[src/rtl/ex_operand_fwd_pkg.sv]
`default_nettype none
// ============================================================================
// Module   : ex_operand_fwd_pkg
// Brief    : Shared widths, stage indices and in-flight entry field layout
//            for the EX operand forwarding block.
// Revision : 1.0 - initial release
// ============================================================================
package ex_operand_fwd_pkg;

    localparam int c_def_data_w = 32;
    localparam int c_def_reg_aw = 5;

    // In-flight entry layout: {dest, is_load, we, valid}, dest on top so the
    // entry width follows REG_AW.
    localparam int c_ent_valid    = 0;
    localparam int c_ent_we       = 1;
    localparam int c_ent_load     = 2;
    localparam int c_ent_dest_lsb = 3;
    localparam int c_ent_meta_w   = 3;

    localparam int c_num_stages = 3;
    localparam int c_stage_ex   = 0;
    localparam int c_stage_mem  = 1;
    localparam int c_stage_wb   = 2;

endpackage : ex_operand_fwd_pkg
`default_nettype wire

[src/rtl/ex_operand_fwd_fwd_src_sel.sv]
`default_nettype none
// ============================================================================
// Module   : fwd_src_sel
// Brief    : Per-operand producer match and EX > MEM > WB > regfile select.
//            FWD_WB_BYPASS_EN: when defined, WB matches forward wb_result;
//            otherwise a WB match stalls until the producer retires.
// Revision : 1.0 - initial release
// ============================================================================
module fwd_src_sel
    import ex_operand_fwd_pkg::*;
#(
    parameter int DATA_W = c_def_data_w,
    parameter int REG_AW = c_def_reg_aw
) (
    input  logic                                          i_rd,
    input  logic [REG_AW-1:0]                             i_src,
    input  logic [c_num_stages-1:0][REG_AW+c_ent_meta_w-1:0] i_ents,
    input  logic [c_num_stages-1:0][DATA_W-1:0]           i_results,
    input  logic                                          i_mem_result_valid,
    input  logic [DATA_W-1:0]                             i_rf_data,
    output logic [DATA_W-1:0]                             o_data,
    output logic                                          o_stall
);

`ifdef FWD_WB_BYPASS_EN
    localparam logic c_wb_fwd = 1'b1;
`else
    localparam logic c_wb_fwd = 1'b0;
`endif

    logic [c_num_stages-1:0] w_match;
    logic [c_num_stages-1:0] w_pend;
    logic [c_num_stages-1:0] w_ld_avail;
    logic [c_num_stages-1:0] w_fwd_ok;
    logic                    w_src_nz;
    logic                    w_pend_sel;

    // Load data is never ready in EX, ready in MEM once flagged, always in WB.
    assign w_ld_avail = {1'b1, i_mem_result_valid, 1'b0};
    assign w_fwd_ok   = {c_wb_fwd, 1'b1, 1'b1};
    assign w_src_nz   = |i_src;

    for (genvar s = 0; s < c_num_stages; s++) begin : g_stage
        logic [REG_AW-1:0] w_dest;
        assign w_dest     = i_ents[s][c_ent_dest_lsb +: REG_AW];
        assign w_match[s] = i_ents[s][c_ent_valid] & i_ents[s][c_ent_we]
                          & (w_dest == i_src) & w_src_nz;
        assign w_pend[s]  = (i_ents[s][c_ent_load] & ~w_ld_avail[s]) | ~w_fwd_ok[s];
    end

    // Walk oldest to youngest so the youngest matching producer wins.
    always_comb begin
        o_data     = i_rf_data;
        w_pend_sel = 1'b0;
        for (int s = c_num_stages - 1; s >= 0; s--) begin
            if (w_match[s]) begin
                o_data     = i_results[s];
                w_pend_sel = w_pend[s];
            end
        end
    end

    assign o_stall = i_rd & w_pend_sel;

endmodule : fwd_src_sel
`default_nettype wire

[src/rtl/ex_operand_fwd.sv]
`default_nettype none
// ============================================================================
// Module   : ex_operand_fwd
// Brief    : EX/MEM/WB destination tracking, operand forwarding and load-use
//            stall for the ID->EX boundary. Macro: FWD_WB_BYPASS_EN.
// Revision : 1.0 - initial release
// ============================================================================
module ex_operand_fwd
    import ex_operand_fwd_pkg::*;
#(
    parameter int DATA_W = c_def_data_w,
    parameter int REG_AW = c_def_reg_aw
) (
    input  logic              clk,
    input  logic              reset,
    input  logic              id_valid,
    input  logic              id_rj_rd,
    input  logic              id_rk_rd,
    input  logic              id_we,
    input  logic              id_is_load,
    input  logic [REG_AW-1:0] id_rj,
    input  logic [REG_AW-1:0] id_rk,
    input  logic [REG_AW-1:0] id_dest,
    input  logic [DATA_W-1:0] rf_rj_data,
    input  logic [DATA_W-1:0] rf_rk_data,
    input  logic              adv,
    input  logic              flush,
    input  logic [DATA_W-1:0] ex_result,
    input  logic [DATA_W-1:0] mem_result,
    input  logic [DATA_W-1:0] wb_result,
    input  logic              mem_result_valid,
    output logic              id_stall,
    output logic              ex_valid,
    output logic [DATA_W-1:0] rj_from_fwd,
    output logic [DATA_W-1:0] rk_from_fwd
);

    localparam int ENT_W = REG_AW + c_ent_meta_w;

    logic [ENT_W-1:0]                       r_ex_ent;
    logic [ENT_W-1:0]                       r_mem_ent;
    logic [ENT_W-1:0]                       r_wb_ent;
    logic [DATA_W-1:0]                      r_rj;
    logic [DATA_W-1:0]                      r_rk;
    logic [ENT_W-1:0]                       w_id_ent;
    logic [c_num_stages-1:0][ENT_W-1:0]     w_ents;
    logic [c_num_stages-1:0][DATA_W-1:0]    w_results;
    logic [DATA_W-1:0]                      w_rj_sel;
    logic [DATA_W-1:0]                      w_rk_sel;
    logic                                   w_stall_rj;
    logic                                   w_stall_rk;
    logic                                   w_issue;

    assign w_ents    = {r_wb_ent, r_mem_ent, r_ex_ent};
    assign w_results = {wb_result, mem_result, ex_result};

    always_comb begin
        w_id_ent                            = '0;
        w_id_ent[c_ent_valid]               = 1'b1;
        w_id_ent[c_ent_we]                  = id_we;
        w_id_ent[c_ent_load]                = id_is_load;
        w_id_ent[c_ent_dest_lsb +: REG_AW]  = id_dest;
    end

    fwd_src_sel #(
        .DATA_W (DATA_W),
        .REG_AW (REG_AW)
    ) u_sel_rj (
        .i_rd               (id_rj_rd),
        .i_src              (id_rj),
        .i_ents             (w_ents),
        .i_results          (w_results),
        .i_mem_result_valid (mem_result_valid),
        .i_rf_data          (rf_rj_data),
        .o_data             (w_rj_sel),
        .o_stall            (w_stall_rj)
    );

    fwd_src_sel #(
        .DATA_W (DATA_W),
        .REG_AW (REG_AW)
    ) u_sel_rk (
        .i_rd               (id_rk_rd),
        .i_src              (id_rk),
        .i_ents             (w_ents),
        .i_results          (w_results),
        .i_mem_result_valid (mem_result_valid),
        .i_rf_data          (rf_rk_data),
        .o_data             (w_rk_sel),
        .o_stall            (w_stall_rk)
    );

    assign id_stall = id_valid & (w_stall_rj | w_stall_rk);
    assign w_issue  = id_valid & ~id_stall & ~flush;

    // Flush only kills what enters EX; older stages keep retiring on adv.
    always_ff @(posedge clk or posedge reset) begin
        if (reset) begin
            r_ex_ent  <= '0;
            r_mem_ent <= '0;
            r_wb_ent  <= '0;
            r_rj      <= '0;
            r_rk      <= '0;
        end else begin
            if (adv) begin
                r_wb_ent  <= r_mem_ent;
                r_mem_ent <= r_ex_ent;
            end
            if (flush) begin
                r_ex_ent <= '0;
            end else if (adv) begin
                r_ex_ent <= w_issue ? w_id_ent : '0;
            end
            if (adv && w_issue) begin
                r_rj <= w_rj_sel;
                r_rk <= w_rk_sel;
            end
        end
    end

    assign ex_valid    = r_ex_ent[c_ent_valid];
    assign rj_from_fwd = r_rj;
    assign rk_from_fwd = r_rk;

endmodule : ex_operand_fwd
`default_nettype wire

[config.mk]
export PLATFORM = sky130hd
export DESIGN_NAME = ex_operand_fwd
export DESIGN_NICKNAME = d
export VERILOG_FILES = /design/src/rtl/ex_operand_fwd_pkg.sv /design/src/rtl/ex_operand_fwd_fwd_src_sel.sv /design/src/rtl/ex_operand_fwd.sv
export SDC_FILE = /design/constraint.sdc
export NUM_CORES = 1
export LEC_CHECK = 0
export CORE_AREA = 2 2 161 84
export DETAILED_ROUTE_END_ITERATION = 16
export DIE_AREA = 0 0 163 86
export PLACE_DENSITY = 0.9
export REMOVE_ABC_BUFFERS = 1
export SLEW_MARGIN = 20
export SYNTH_ARGS = -nofsm -noshare
export SYNTH_HDL_FRONTEND = slang
export SYNTH_SLANG_ARGS = --single-unit
[constraint.sdc]
create_clock -name clk -period 5.1 [get_ports clk]
set_clock_uncertainty 0.1 [all_clocks]
set_input_delay 1.02 -clock clk [delete_from_list [all_inputs] [get_ports clk]]
set_output_delay 1.02 -clock clk [all_outputs]
set_load 0.005 [all_outputs]
==> impl_metrics.yaml <==
# synthesis and place-and-route metrics
yosys:
  async_reset_ff_share_pct: 100
  edf_count: 0
  synthDominantCellAreaShare_pct: 39.1
  yosys.stat.seqShare_pct: 39.1
  synth_warnings: 0
  largest_area_cell: "sky130_fd_sc_hd__dfrtp_1"
  prevailing_post_synth_register_cell: "sky130_fd_sc_hd__dfrtp_1"
  topCombFamilyByArea: "AND-OR/OR-AND gates"
  yosys-stat-area_um2: 5570
  synth_cells: 698
  synth_cell_types: 34
  ys_sh_simple_pct: 13.7
  synth.avg_cell_area_um2: 7.98
  yosys.area_share.aoi_pct: 33.4
  yosys_register_bits: 87
setup_path:
  logic_depth_of_the_worst_register_to_register_path: 9
  crit_end: "id_stall"
  regToRegStartpoint: "r_mem_ent[5]"
  crit_required_ps: 3980
  flop2flop_setup_slack_ps: 1530
  timing.critical_path.slowest_cell_delay_ps: 590
  worstPathCellList: "clkdlybuf4s50_1 -> xnor2_1 -> nand4_1 -> or4_2 -> a311oi_1 -> o22ai_4 -> and2_1 -> clkdlybuf4s50_1"
  timing.critical_path.from: "id_rk[2]"
  arrival_ps: 3790
  worstReg2RegEnd: "rj_from_fwd[16]"
  worst-setup-path-type: "input pin to primary output"
cells_and_area:
  share_of_cells_above_drive_strength_1_pct: 7.85
  final_clock_cell_share_pct: 3.87
  combAreaFraction_pct: 36.7
  clockBufferCount: 9
  ff_count: 87
  antenna-diode-count: 0
  mostFrequentLayoutCell: "sky130_fd_sc_hd__clkdlybuf4s50_1"
  area.share.sequential_pct: 25.8
  design.final.nets: 1085
  logic_area_um2: 3090
detailed_routing:
  routedWlPerCell_um: 20.5
  drcViolationCount: 0
  vias: 6821
  avgViaCountPerCell: 6.35
  ant_nets: 0
  met3_length_mm: 1.96
  drt_pre_antenna_iters: 5
  wl_met2_mm: 10.5
  first_iter_violations: 598
power_and_ir_drop:
  total_power_mw: 2.14
  worst_ir_drop_on_vdd_v: 0.000183
  sequentialPower_mw: 0.837
hold_path:
  hold-path-endpoint: "rj_from_fwd[23]"
final_timing:
  report.final.hold_viol_count: 0
  minimum_hold_slack_ps: 410
  final.min_clock_period_ps: 4910
  grt_setup_unrepaired: "false"
  finalClockPeriodUsage_pct: 96.3
  finalSetupTns_ps: 0
  max_slew_margin_pct: 39.4
floorplan:
  die_width_um: 163
  core-area_um2: 12500
  fp-utilization_pct: 44.5
  well_tap_count: 170
global_route:
  grt_remaining_overflow: 0
  grt_first_pass_wirelength_mm: 34.7
  met3_use_gr_pct: 6.04
clock_tree:
  cts-htree-levels: 3
  tritoncts_num_sinks: 87
  clk_latency_ps: 340
  clock_buffers_created_by_tritoncts: 9
placement:
  gpl.final_weighted_congestion: 0.918
  pre_cts_ws_ps: 221
  port-buffer-count: 250
  dp_hpwl_mm: 15.3
  dp_area_um2: 8110
status:
  status: "complete, no violations"
[synthesized netlist by cell type, types with 6 or more instances]
cell	count
sky130_fd_sc_hd__buf_2	12
sky130_fd_sc_hd__xnor2_1	25
sky130_fd_sc_hd__o21ai_2	10
sky130_fd_sc_hd__buf_6	6
sky130_fd_sc_hd__a22o_1	7
sky130_fd_sc_hd__dfrtp_1	87
sky130_fd_sc_hd__o21ai_1	50
sky130_fd_sc_hd__nand2_1	71
sky130_fd_sc_hd__a21oi_1	59
sky130_fd_sc_hd__nand3_1	65
sky130_fd_sc_hd__o21ai_0	124
sky130_fd_sc_hd__a31oi_1	64
sky130_fd_sc_hd__clkbuf_1	54
sky130_fd_sc_hd__mux2_2	15
[critical path: cells and delay by family]
family,cells,cell delay (ps)
buf+inv,2,980
compound gates,2,600
simple gates,3,910
xor+xnor,1,270
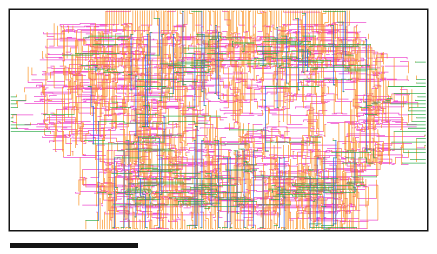
**Above:** wiring by layer.
The bar under the picture is 50 um long.
| layer | colour | wire length |
|---|---|---|
| M3 | green | 1960 um |
| M2 | orange | 10500 um |
| M4 | blue | 1400 um |
| M1 | magenta | 8170 um |

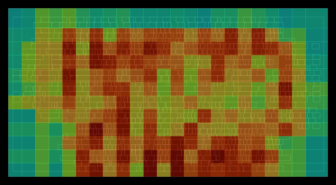
**Above:** congestion heat map.
utilization after layout: 67.4%
GR Util All Layers: 31.2%
peak-usage layer in the global routing report: met2

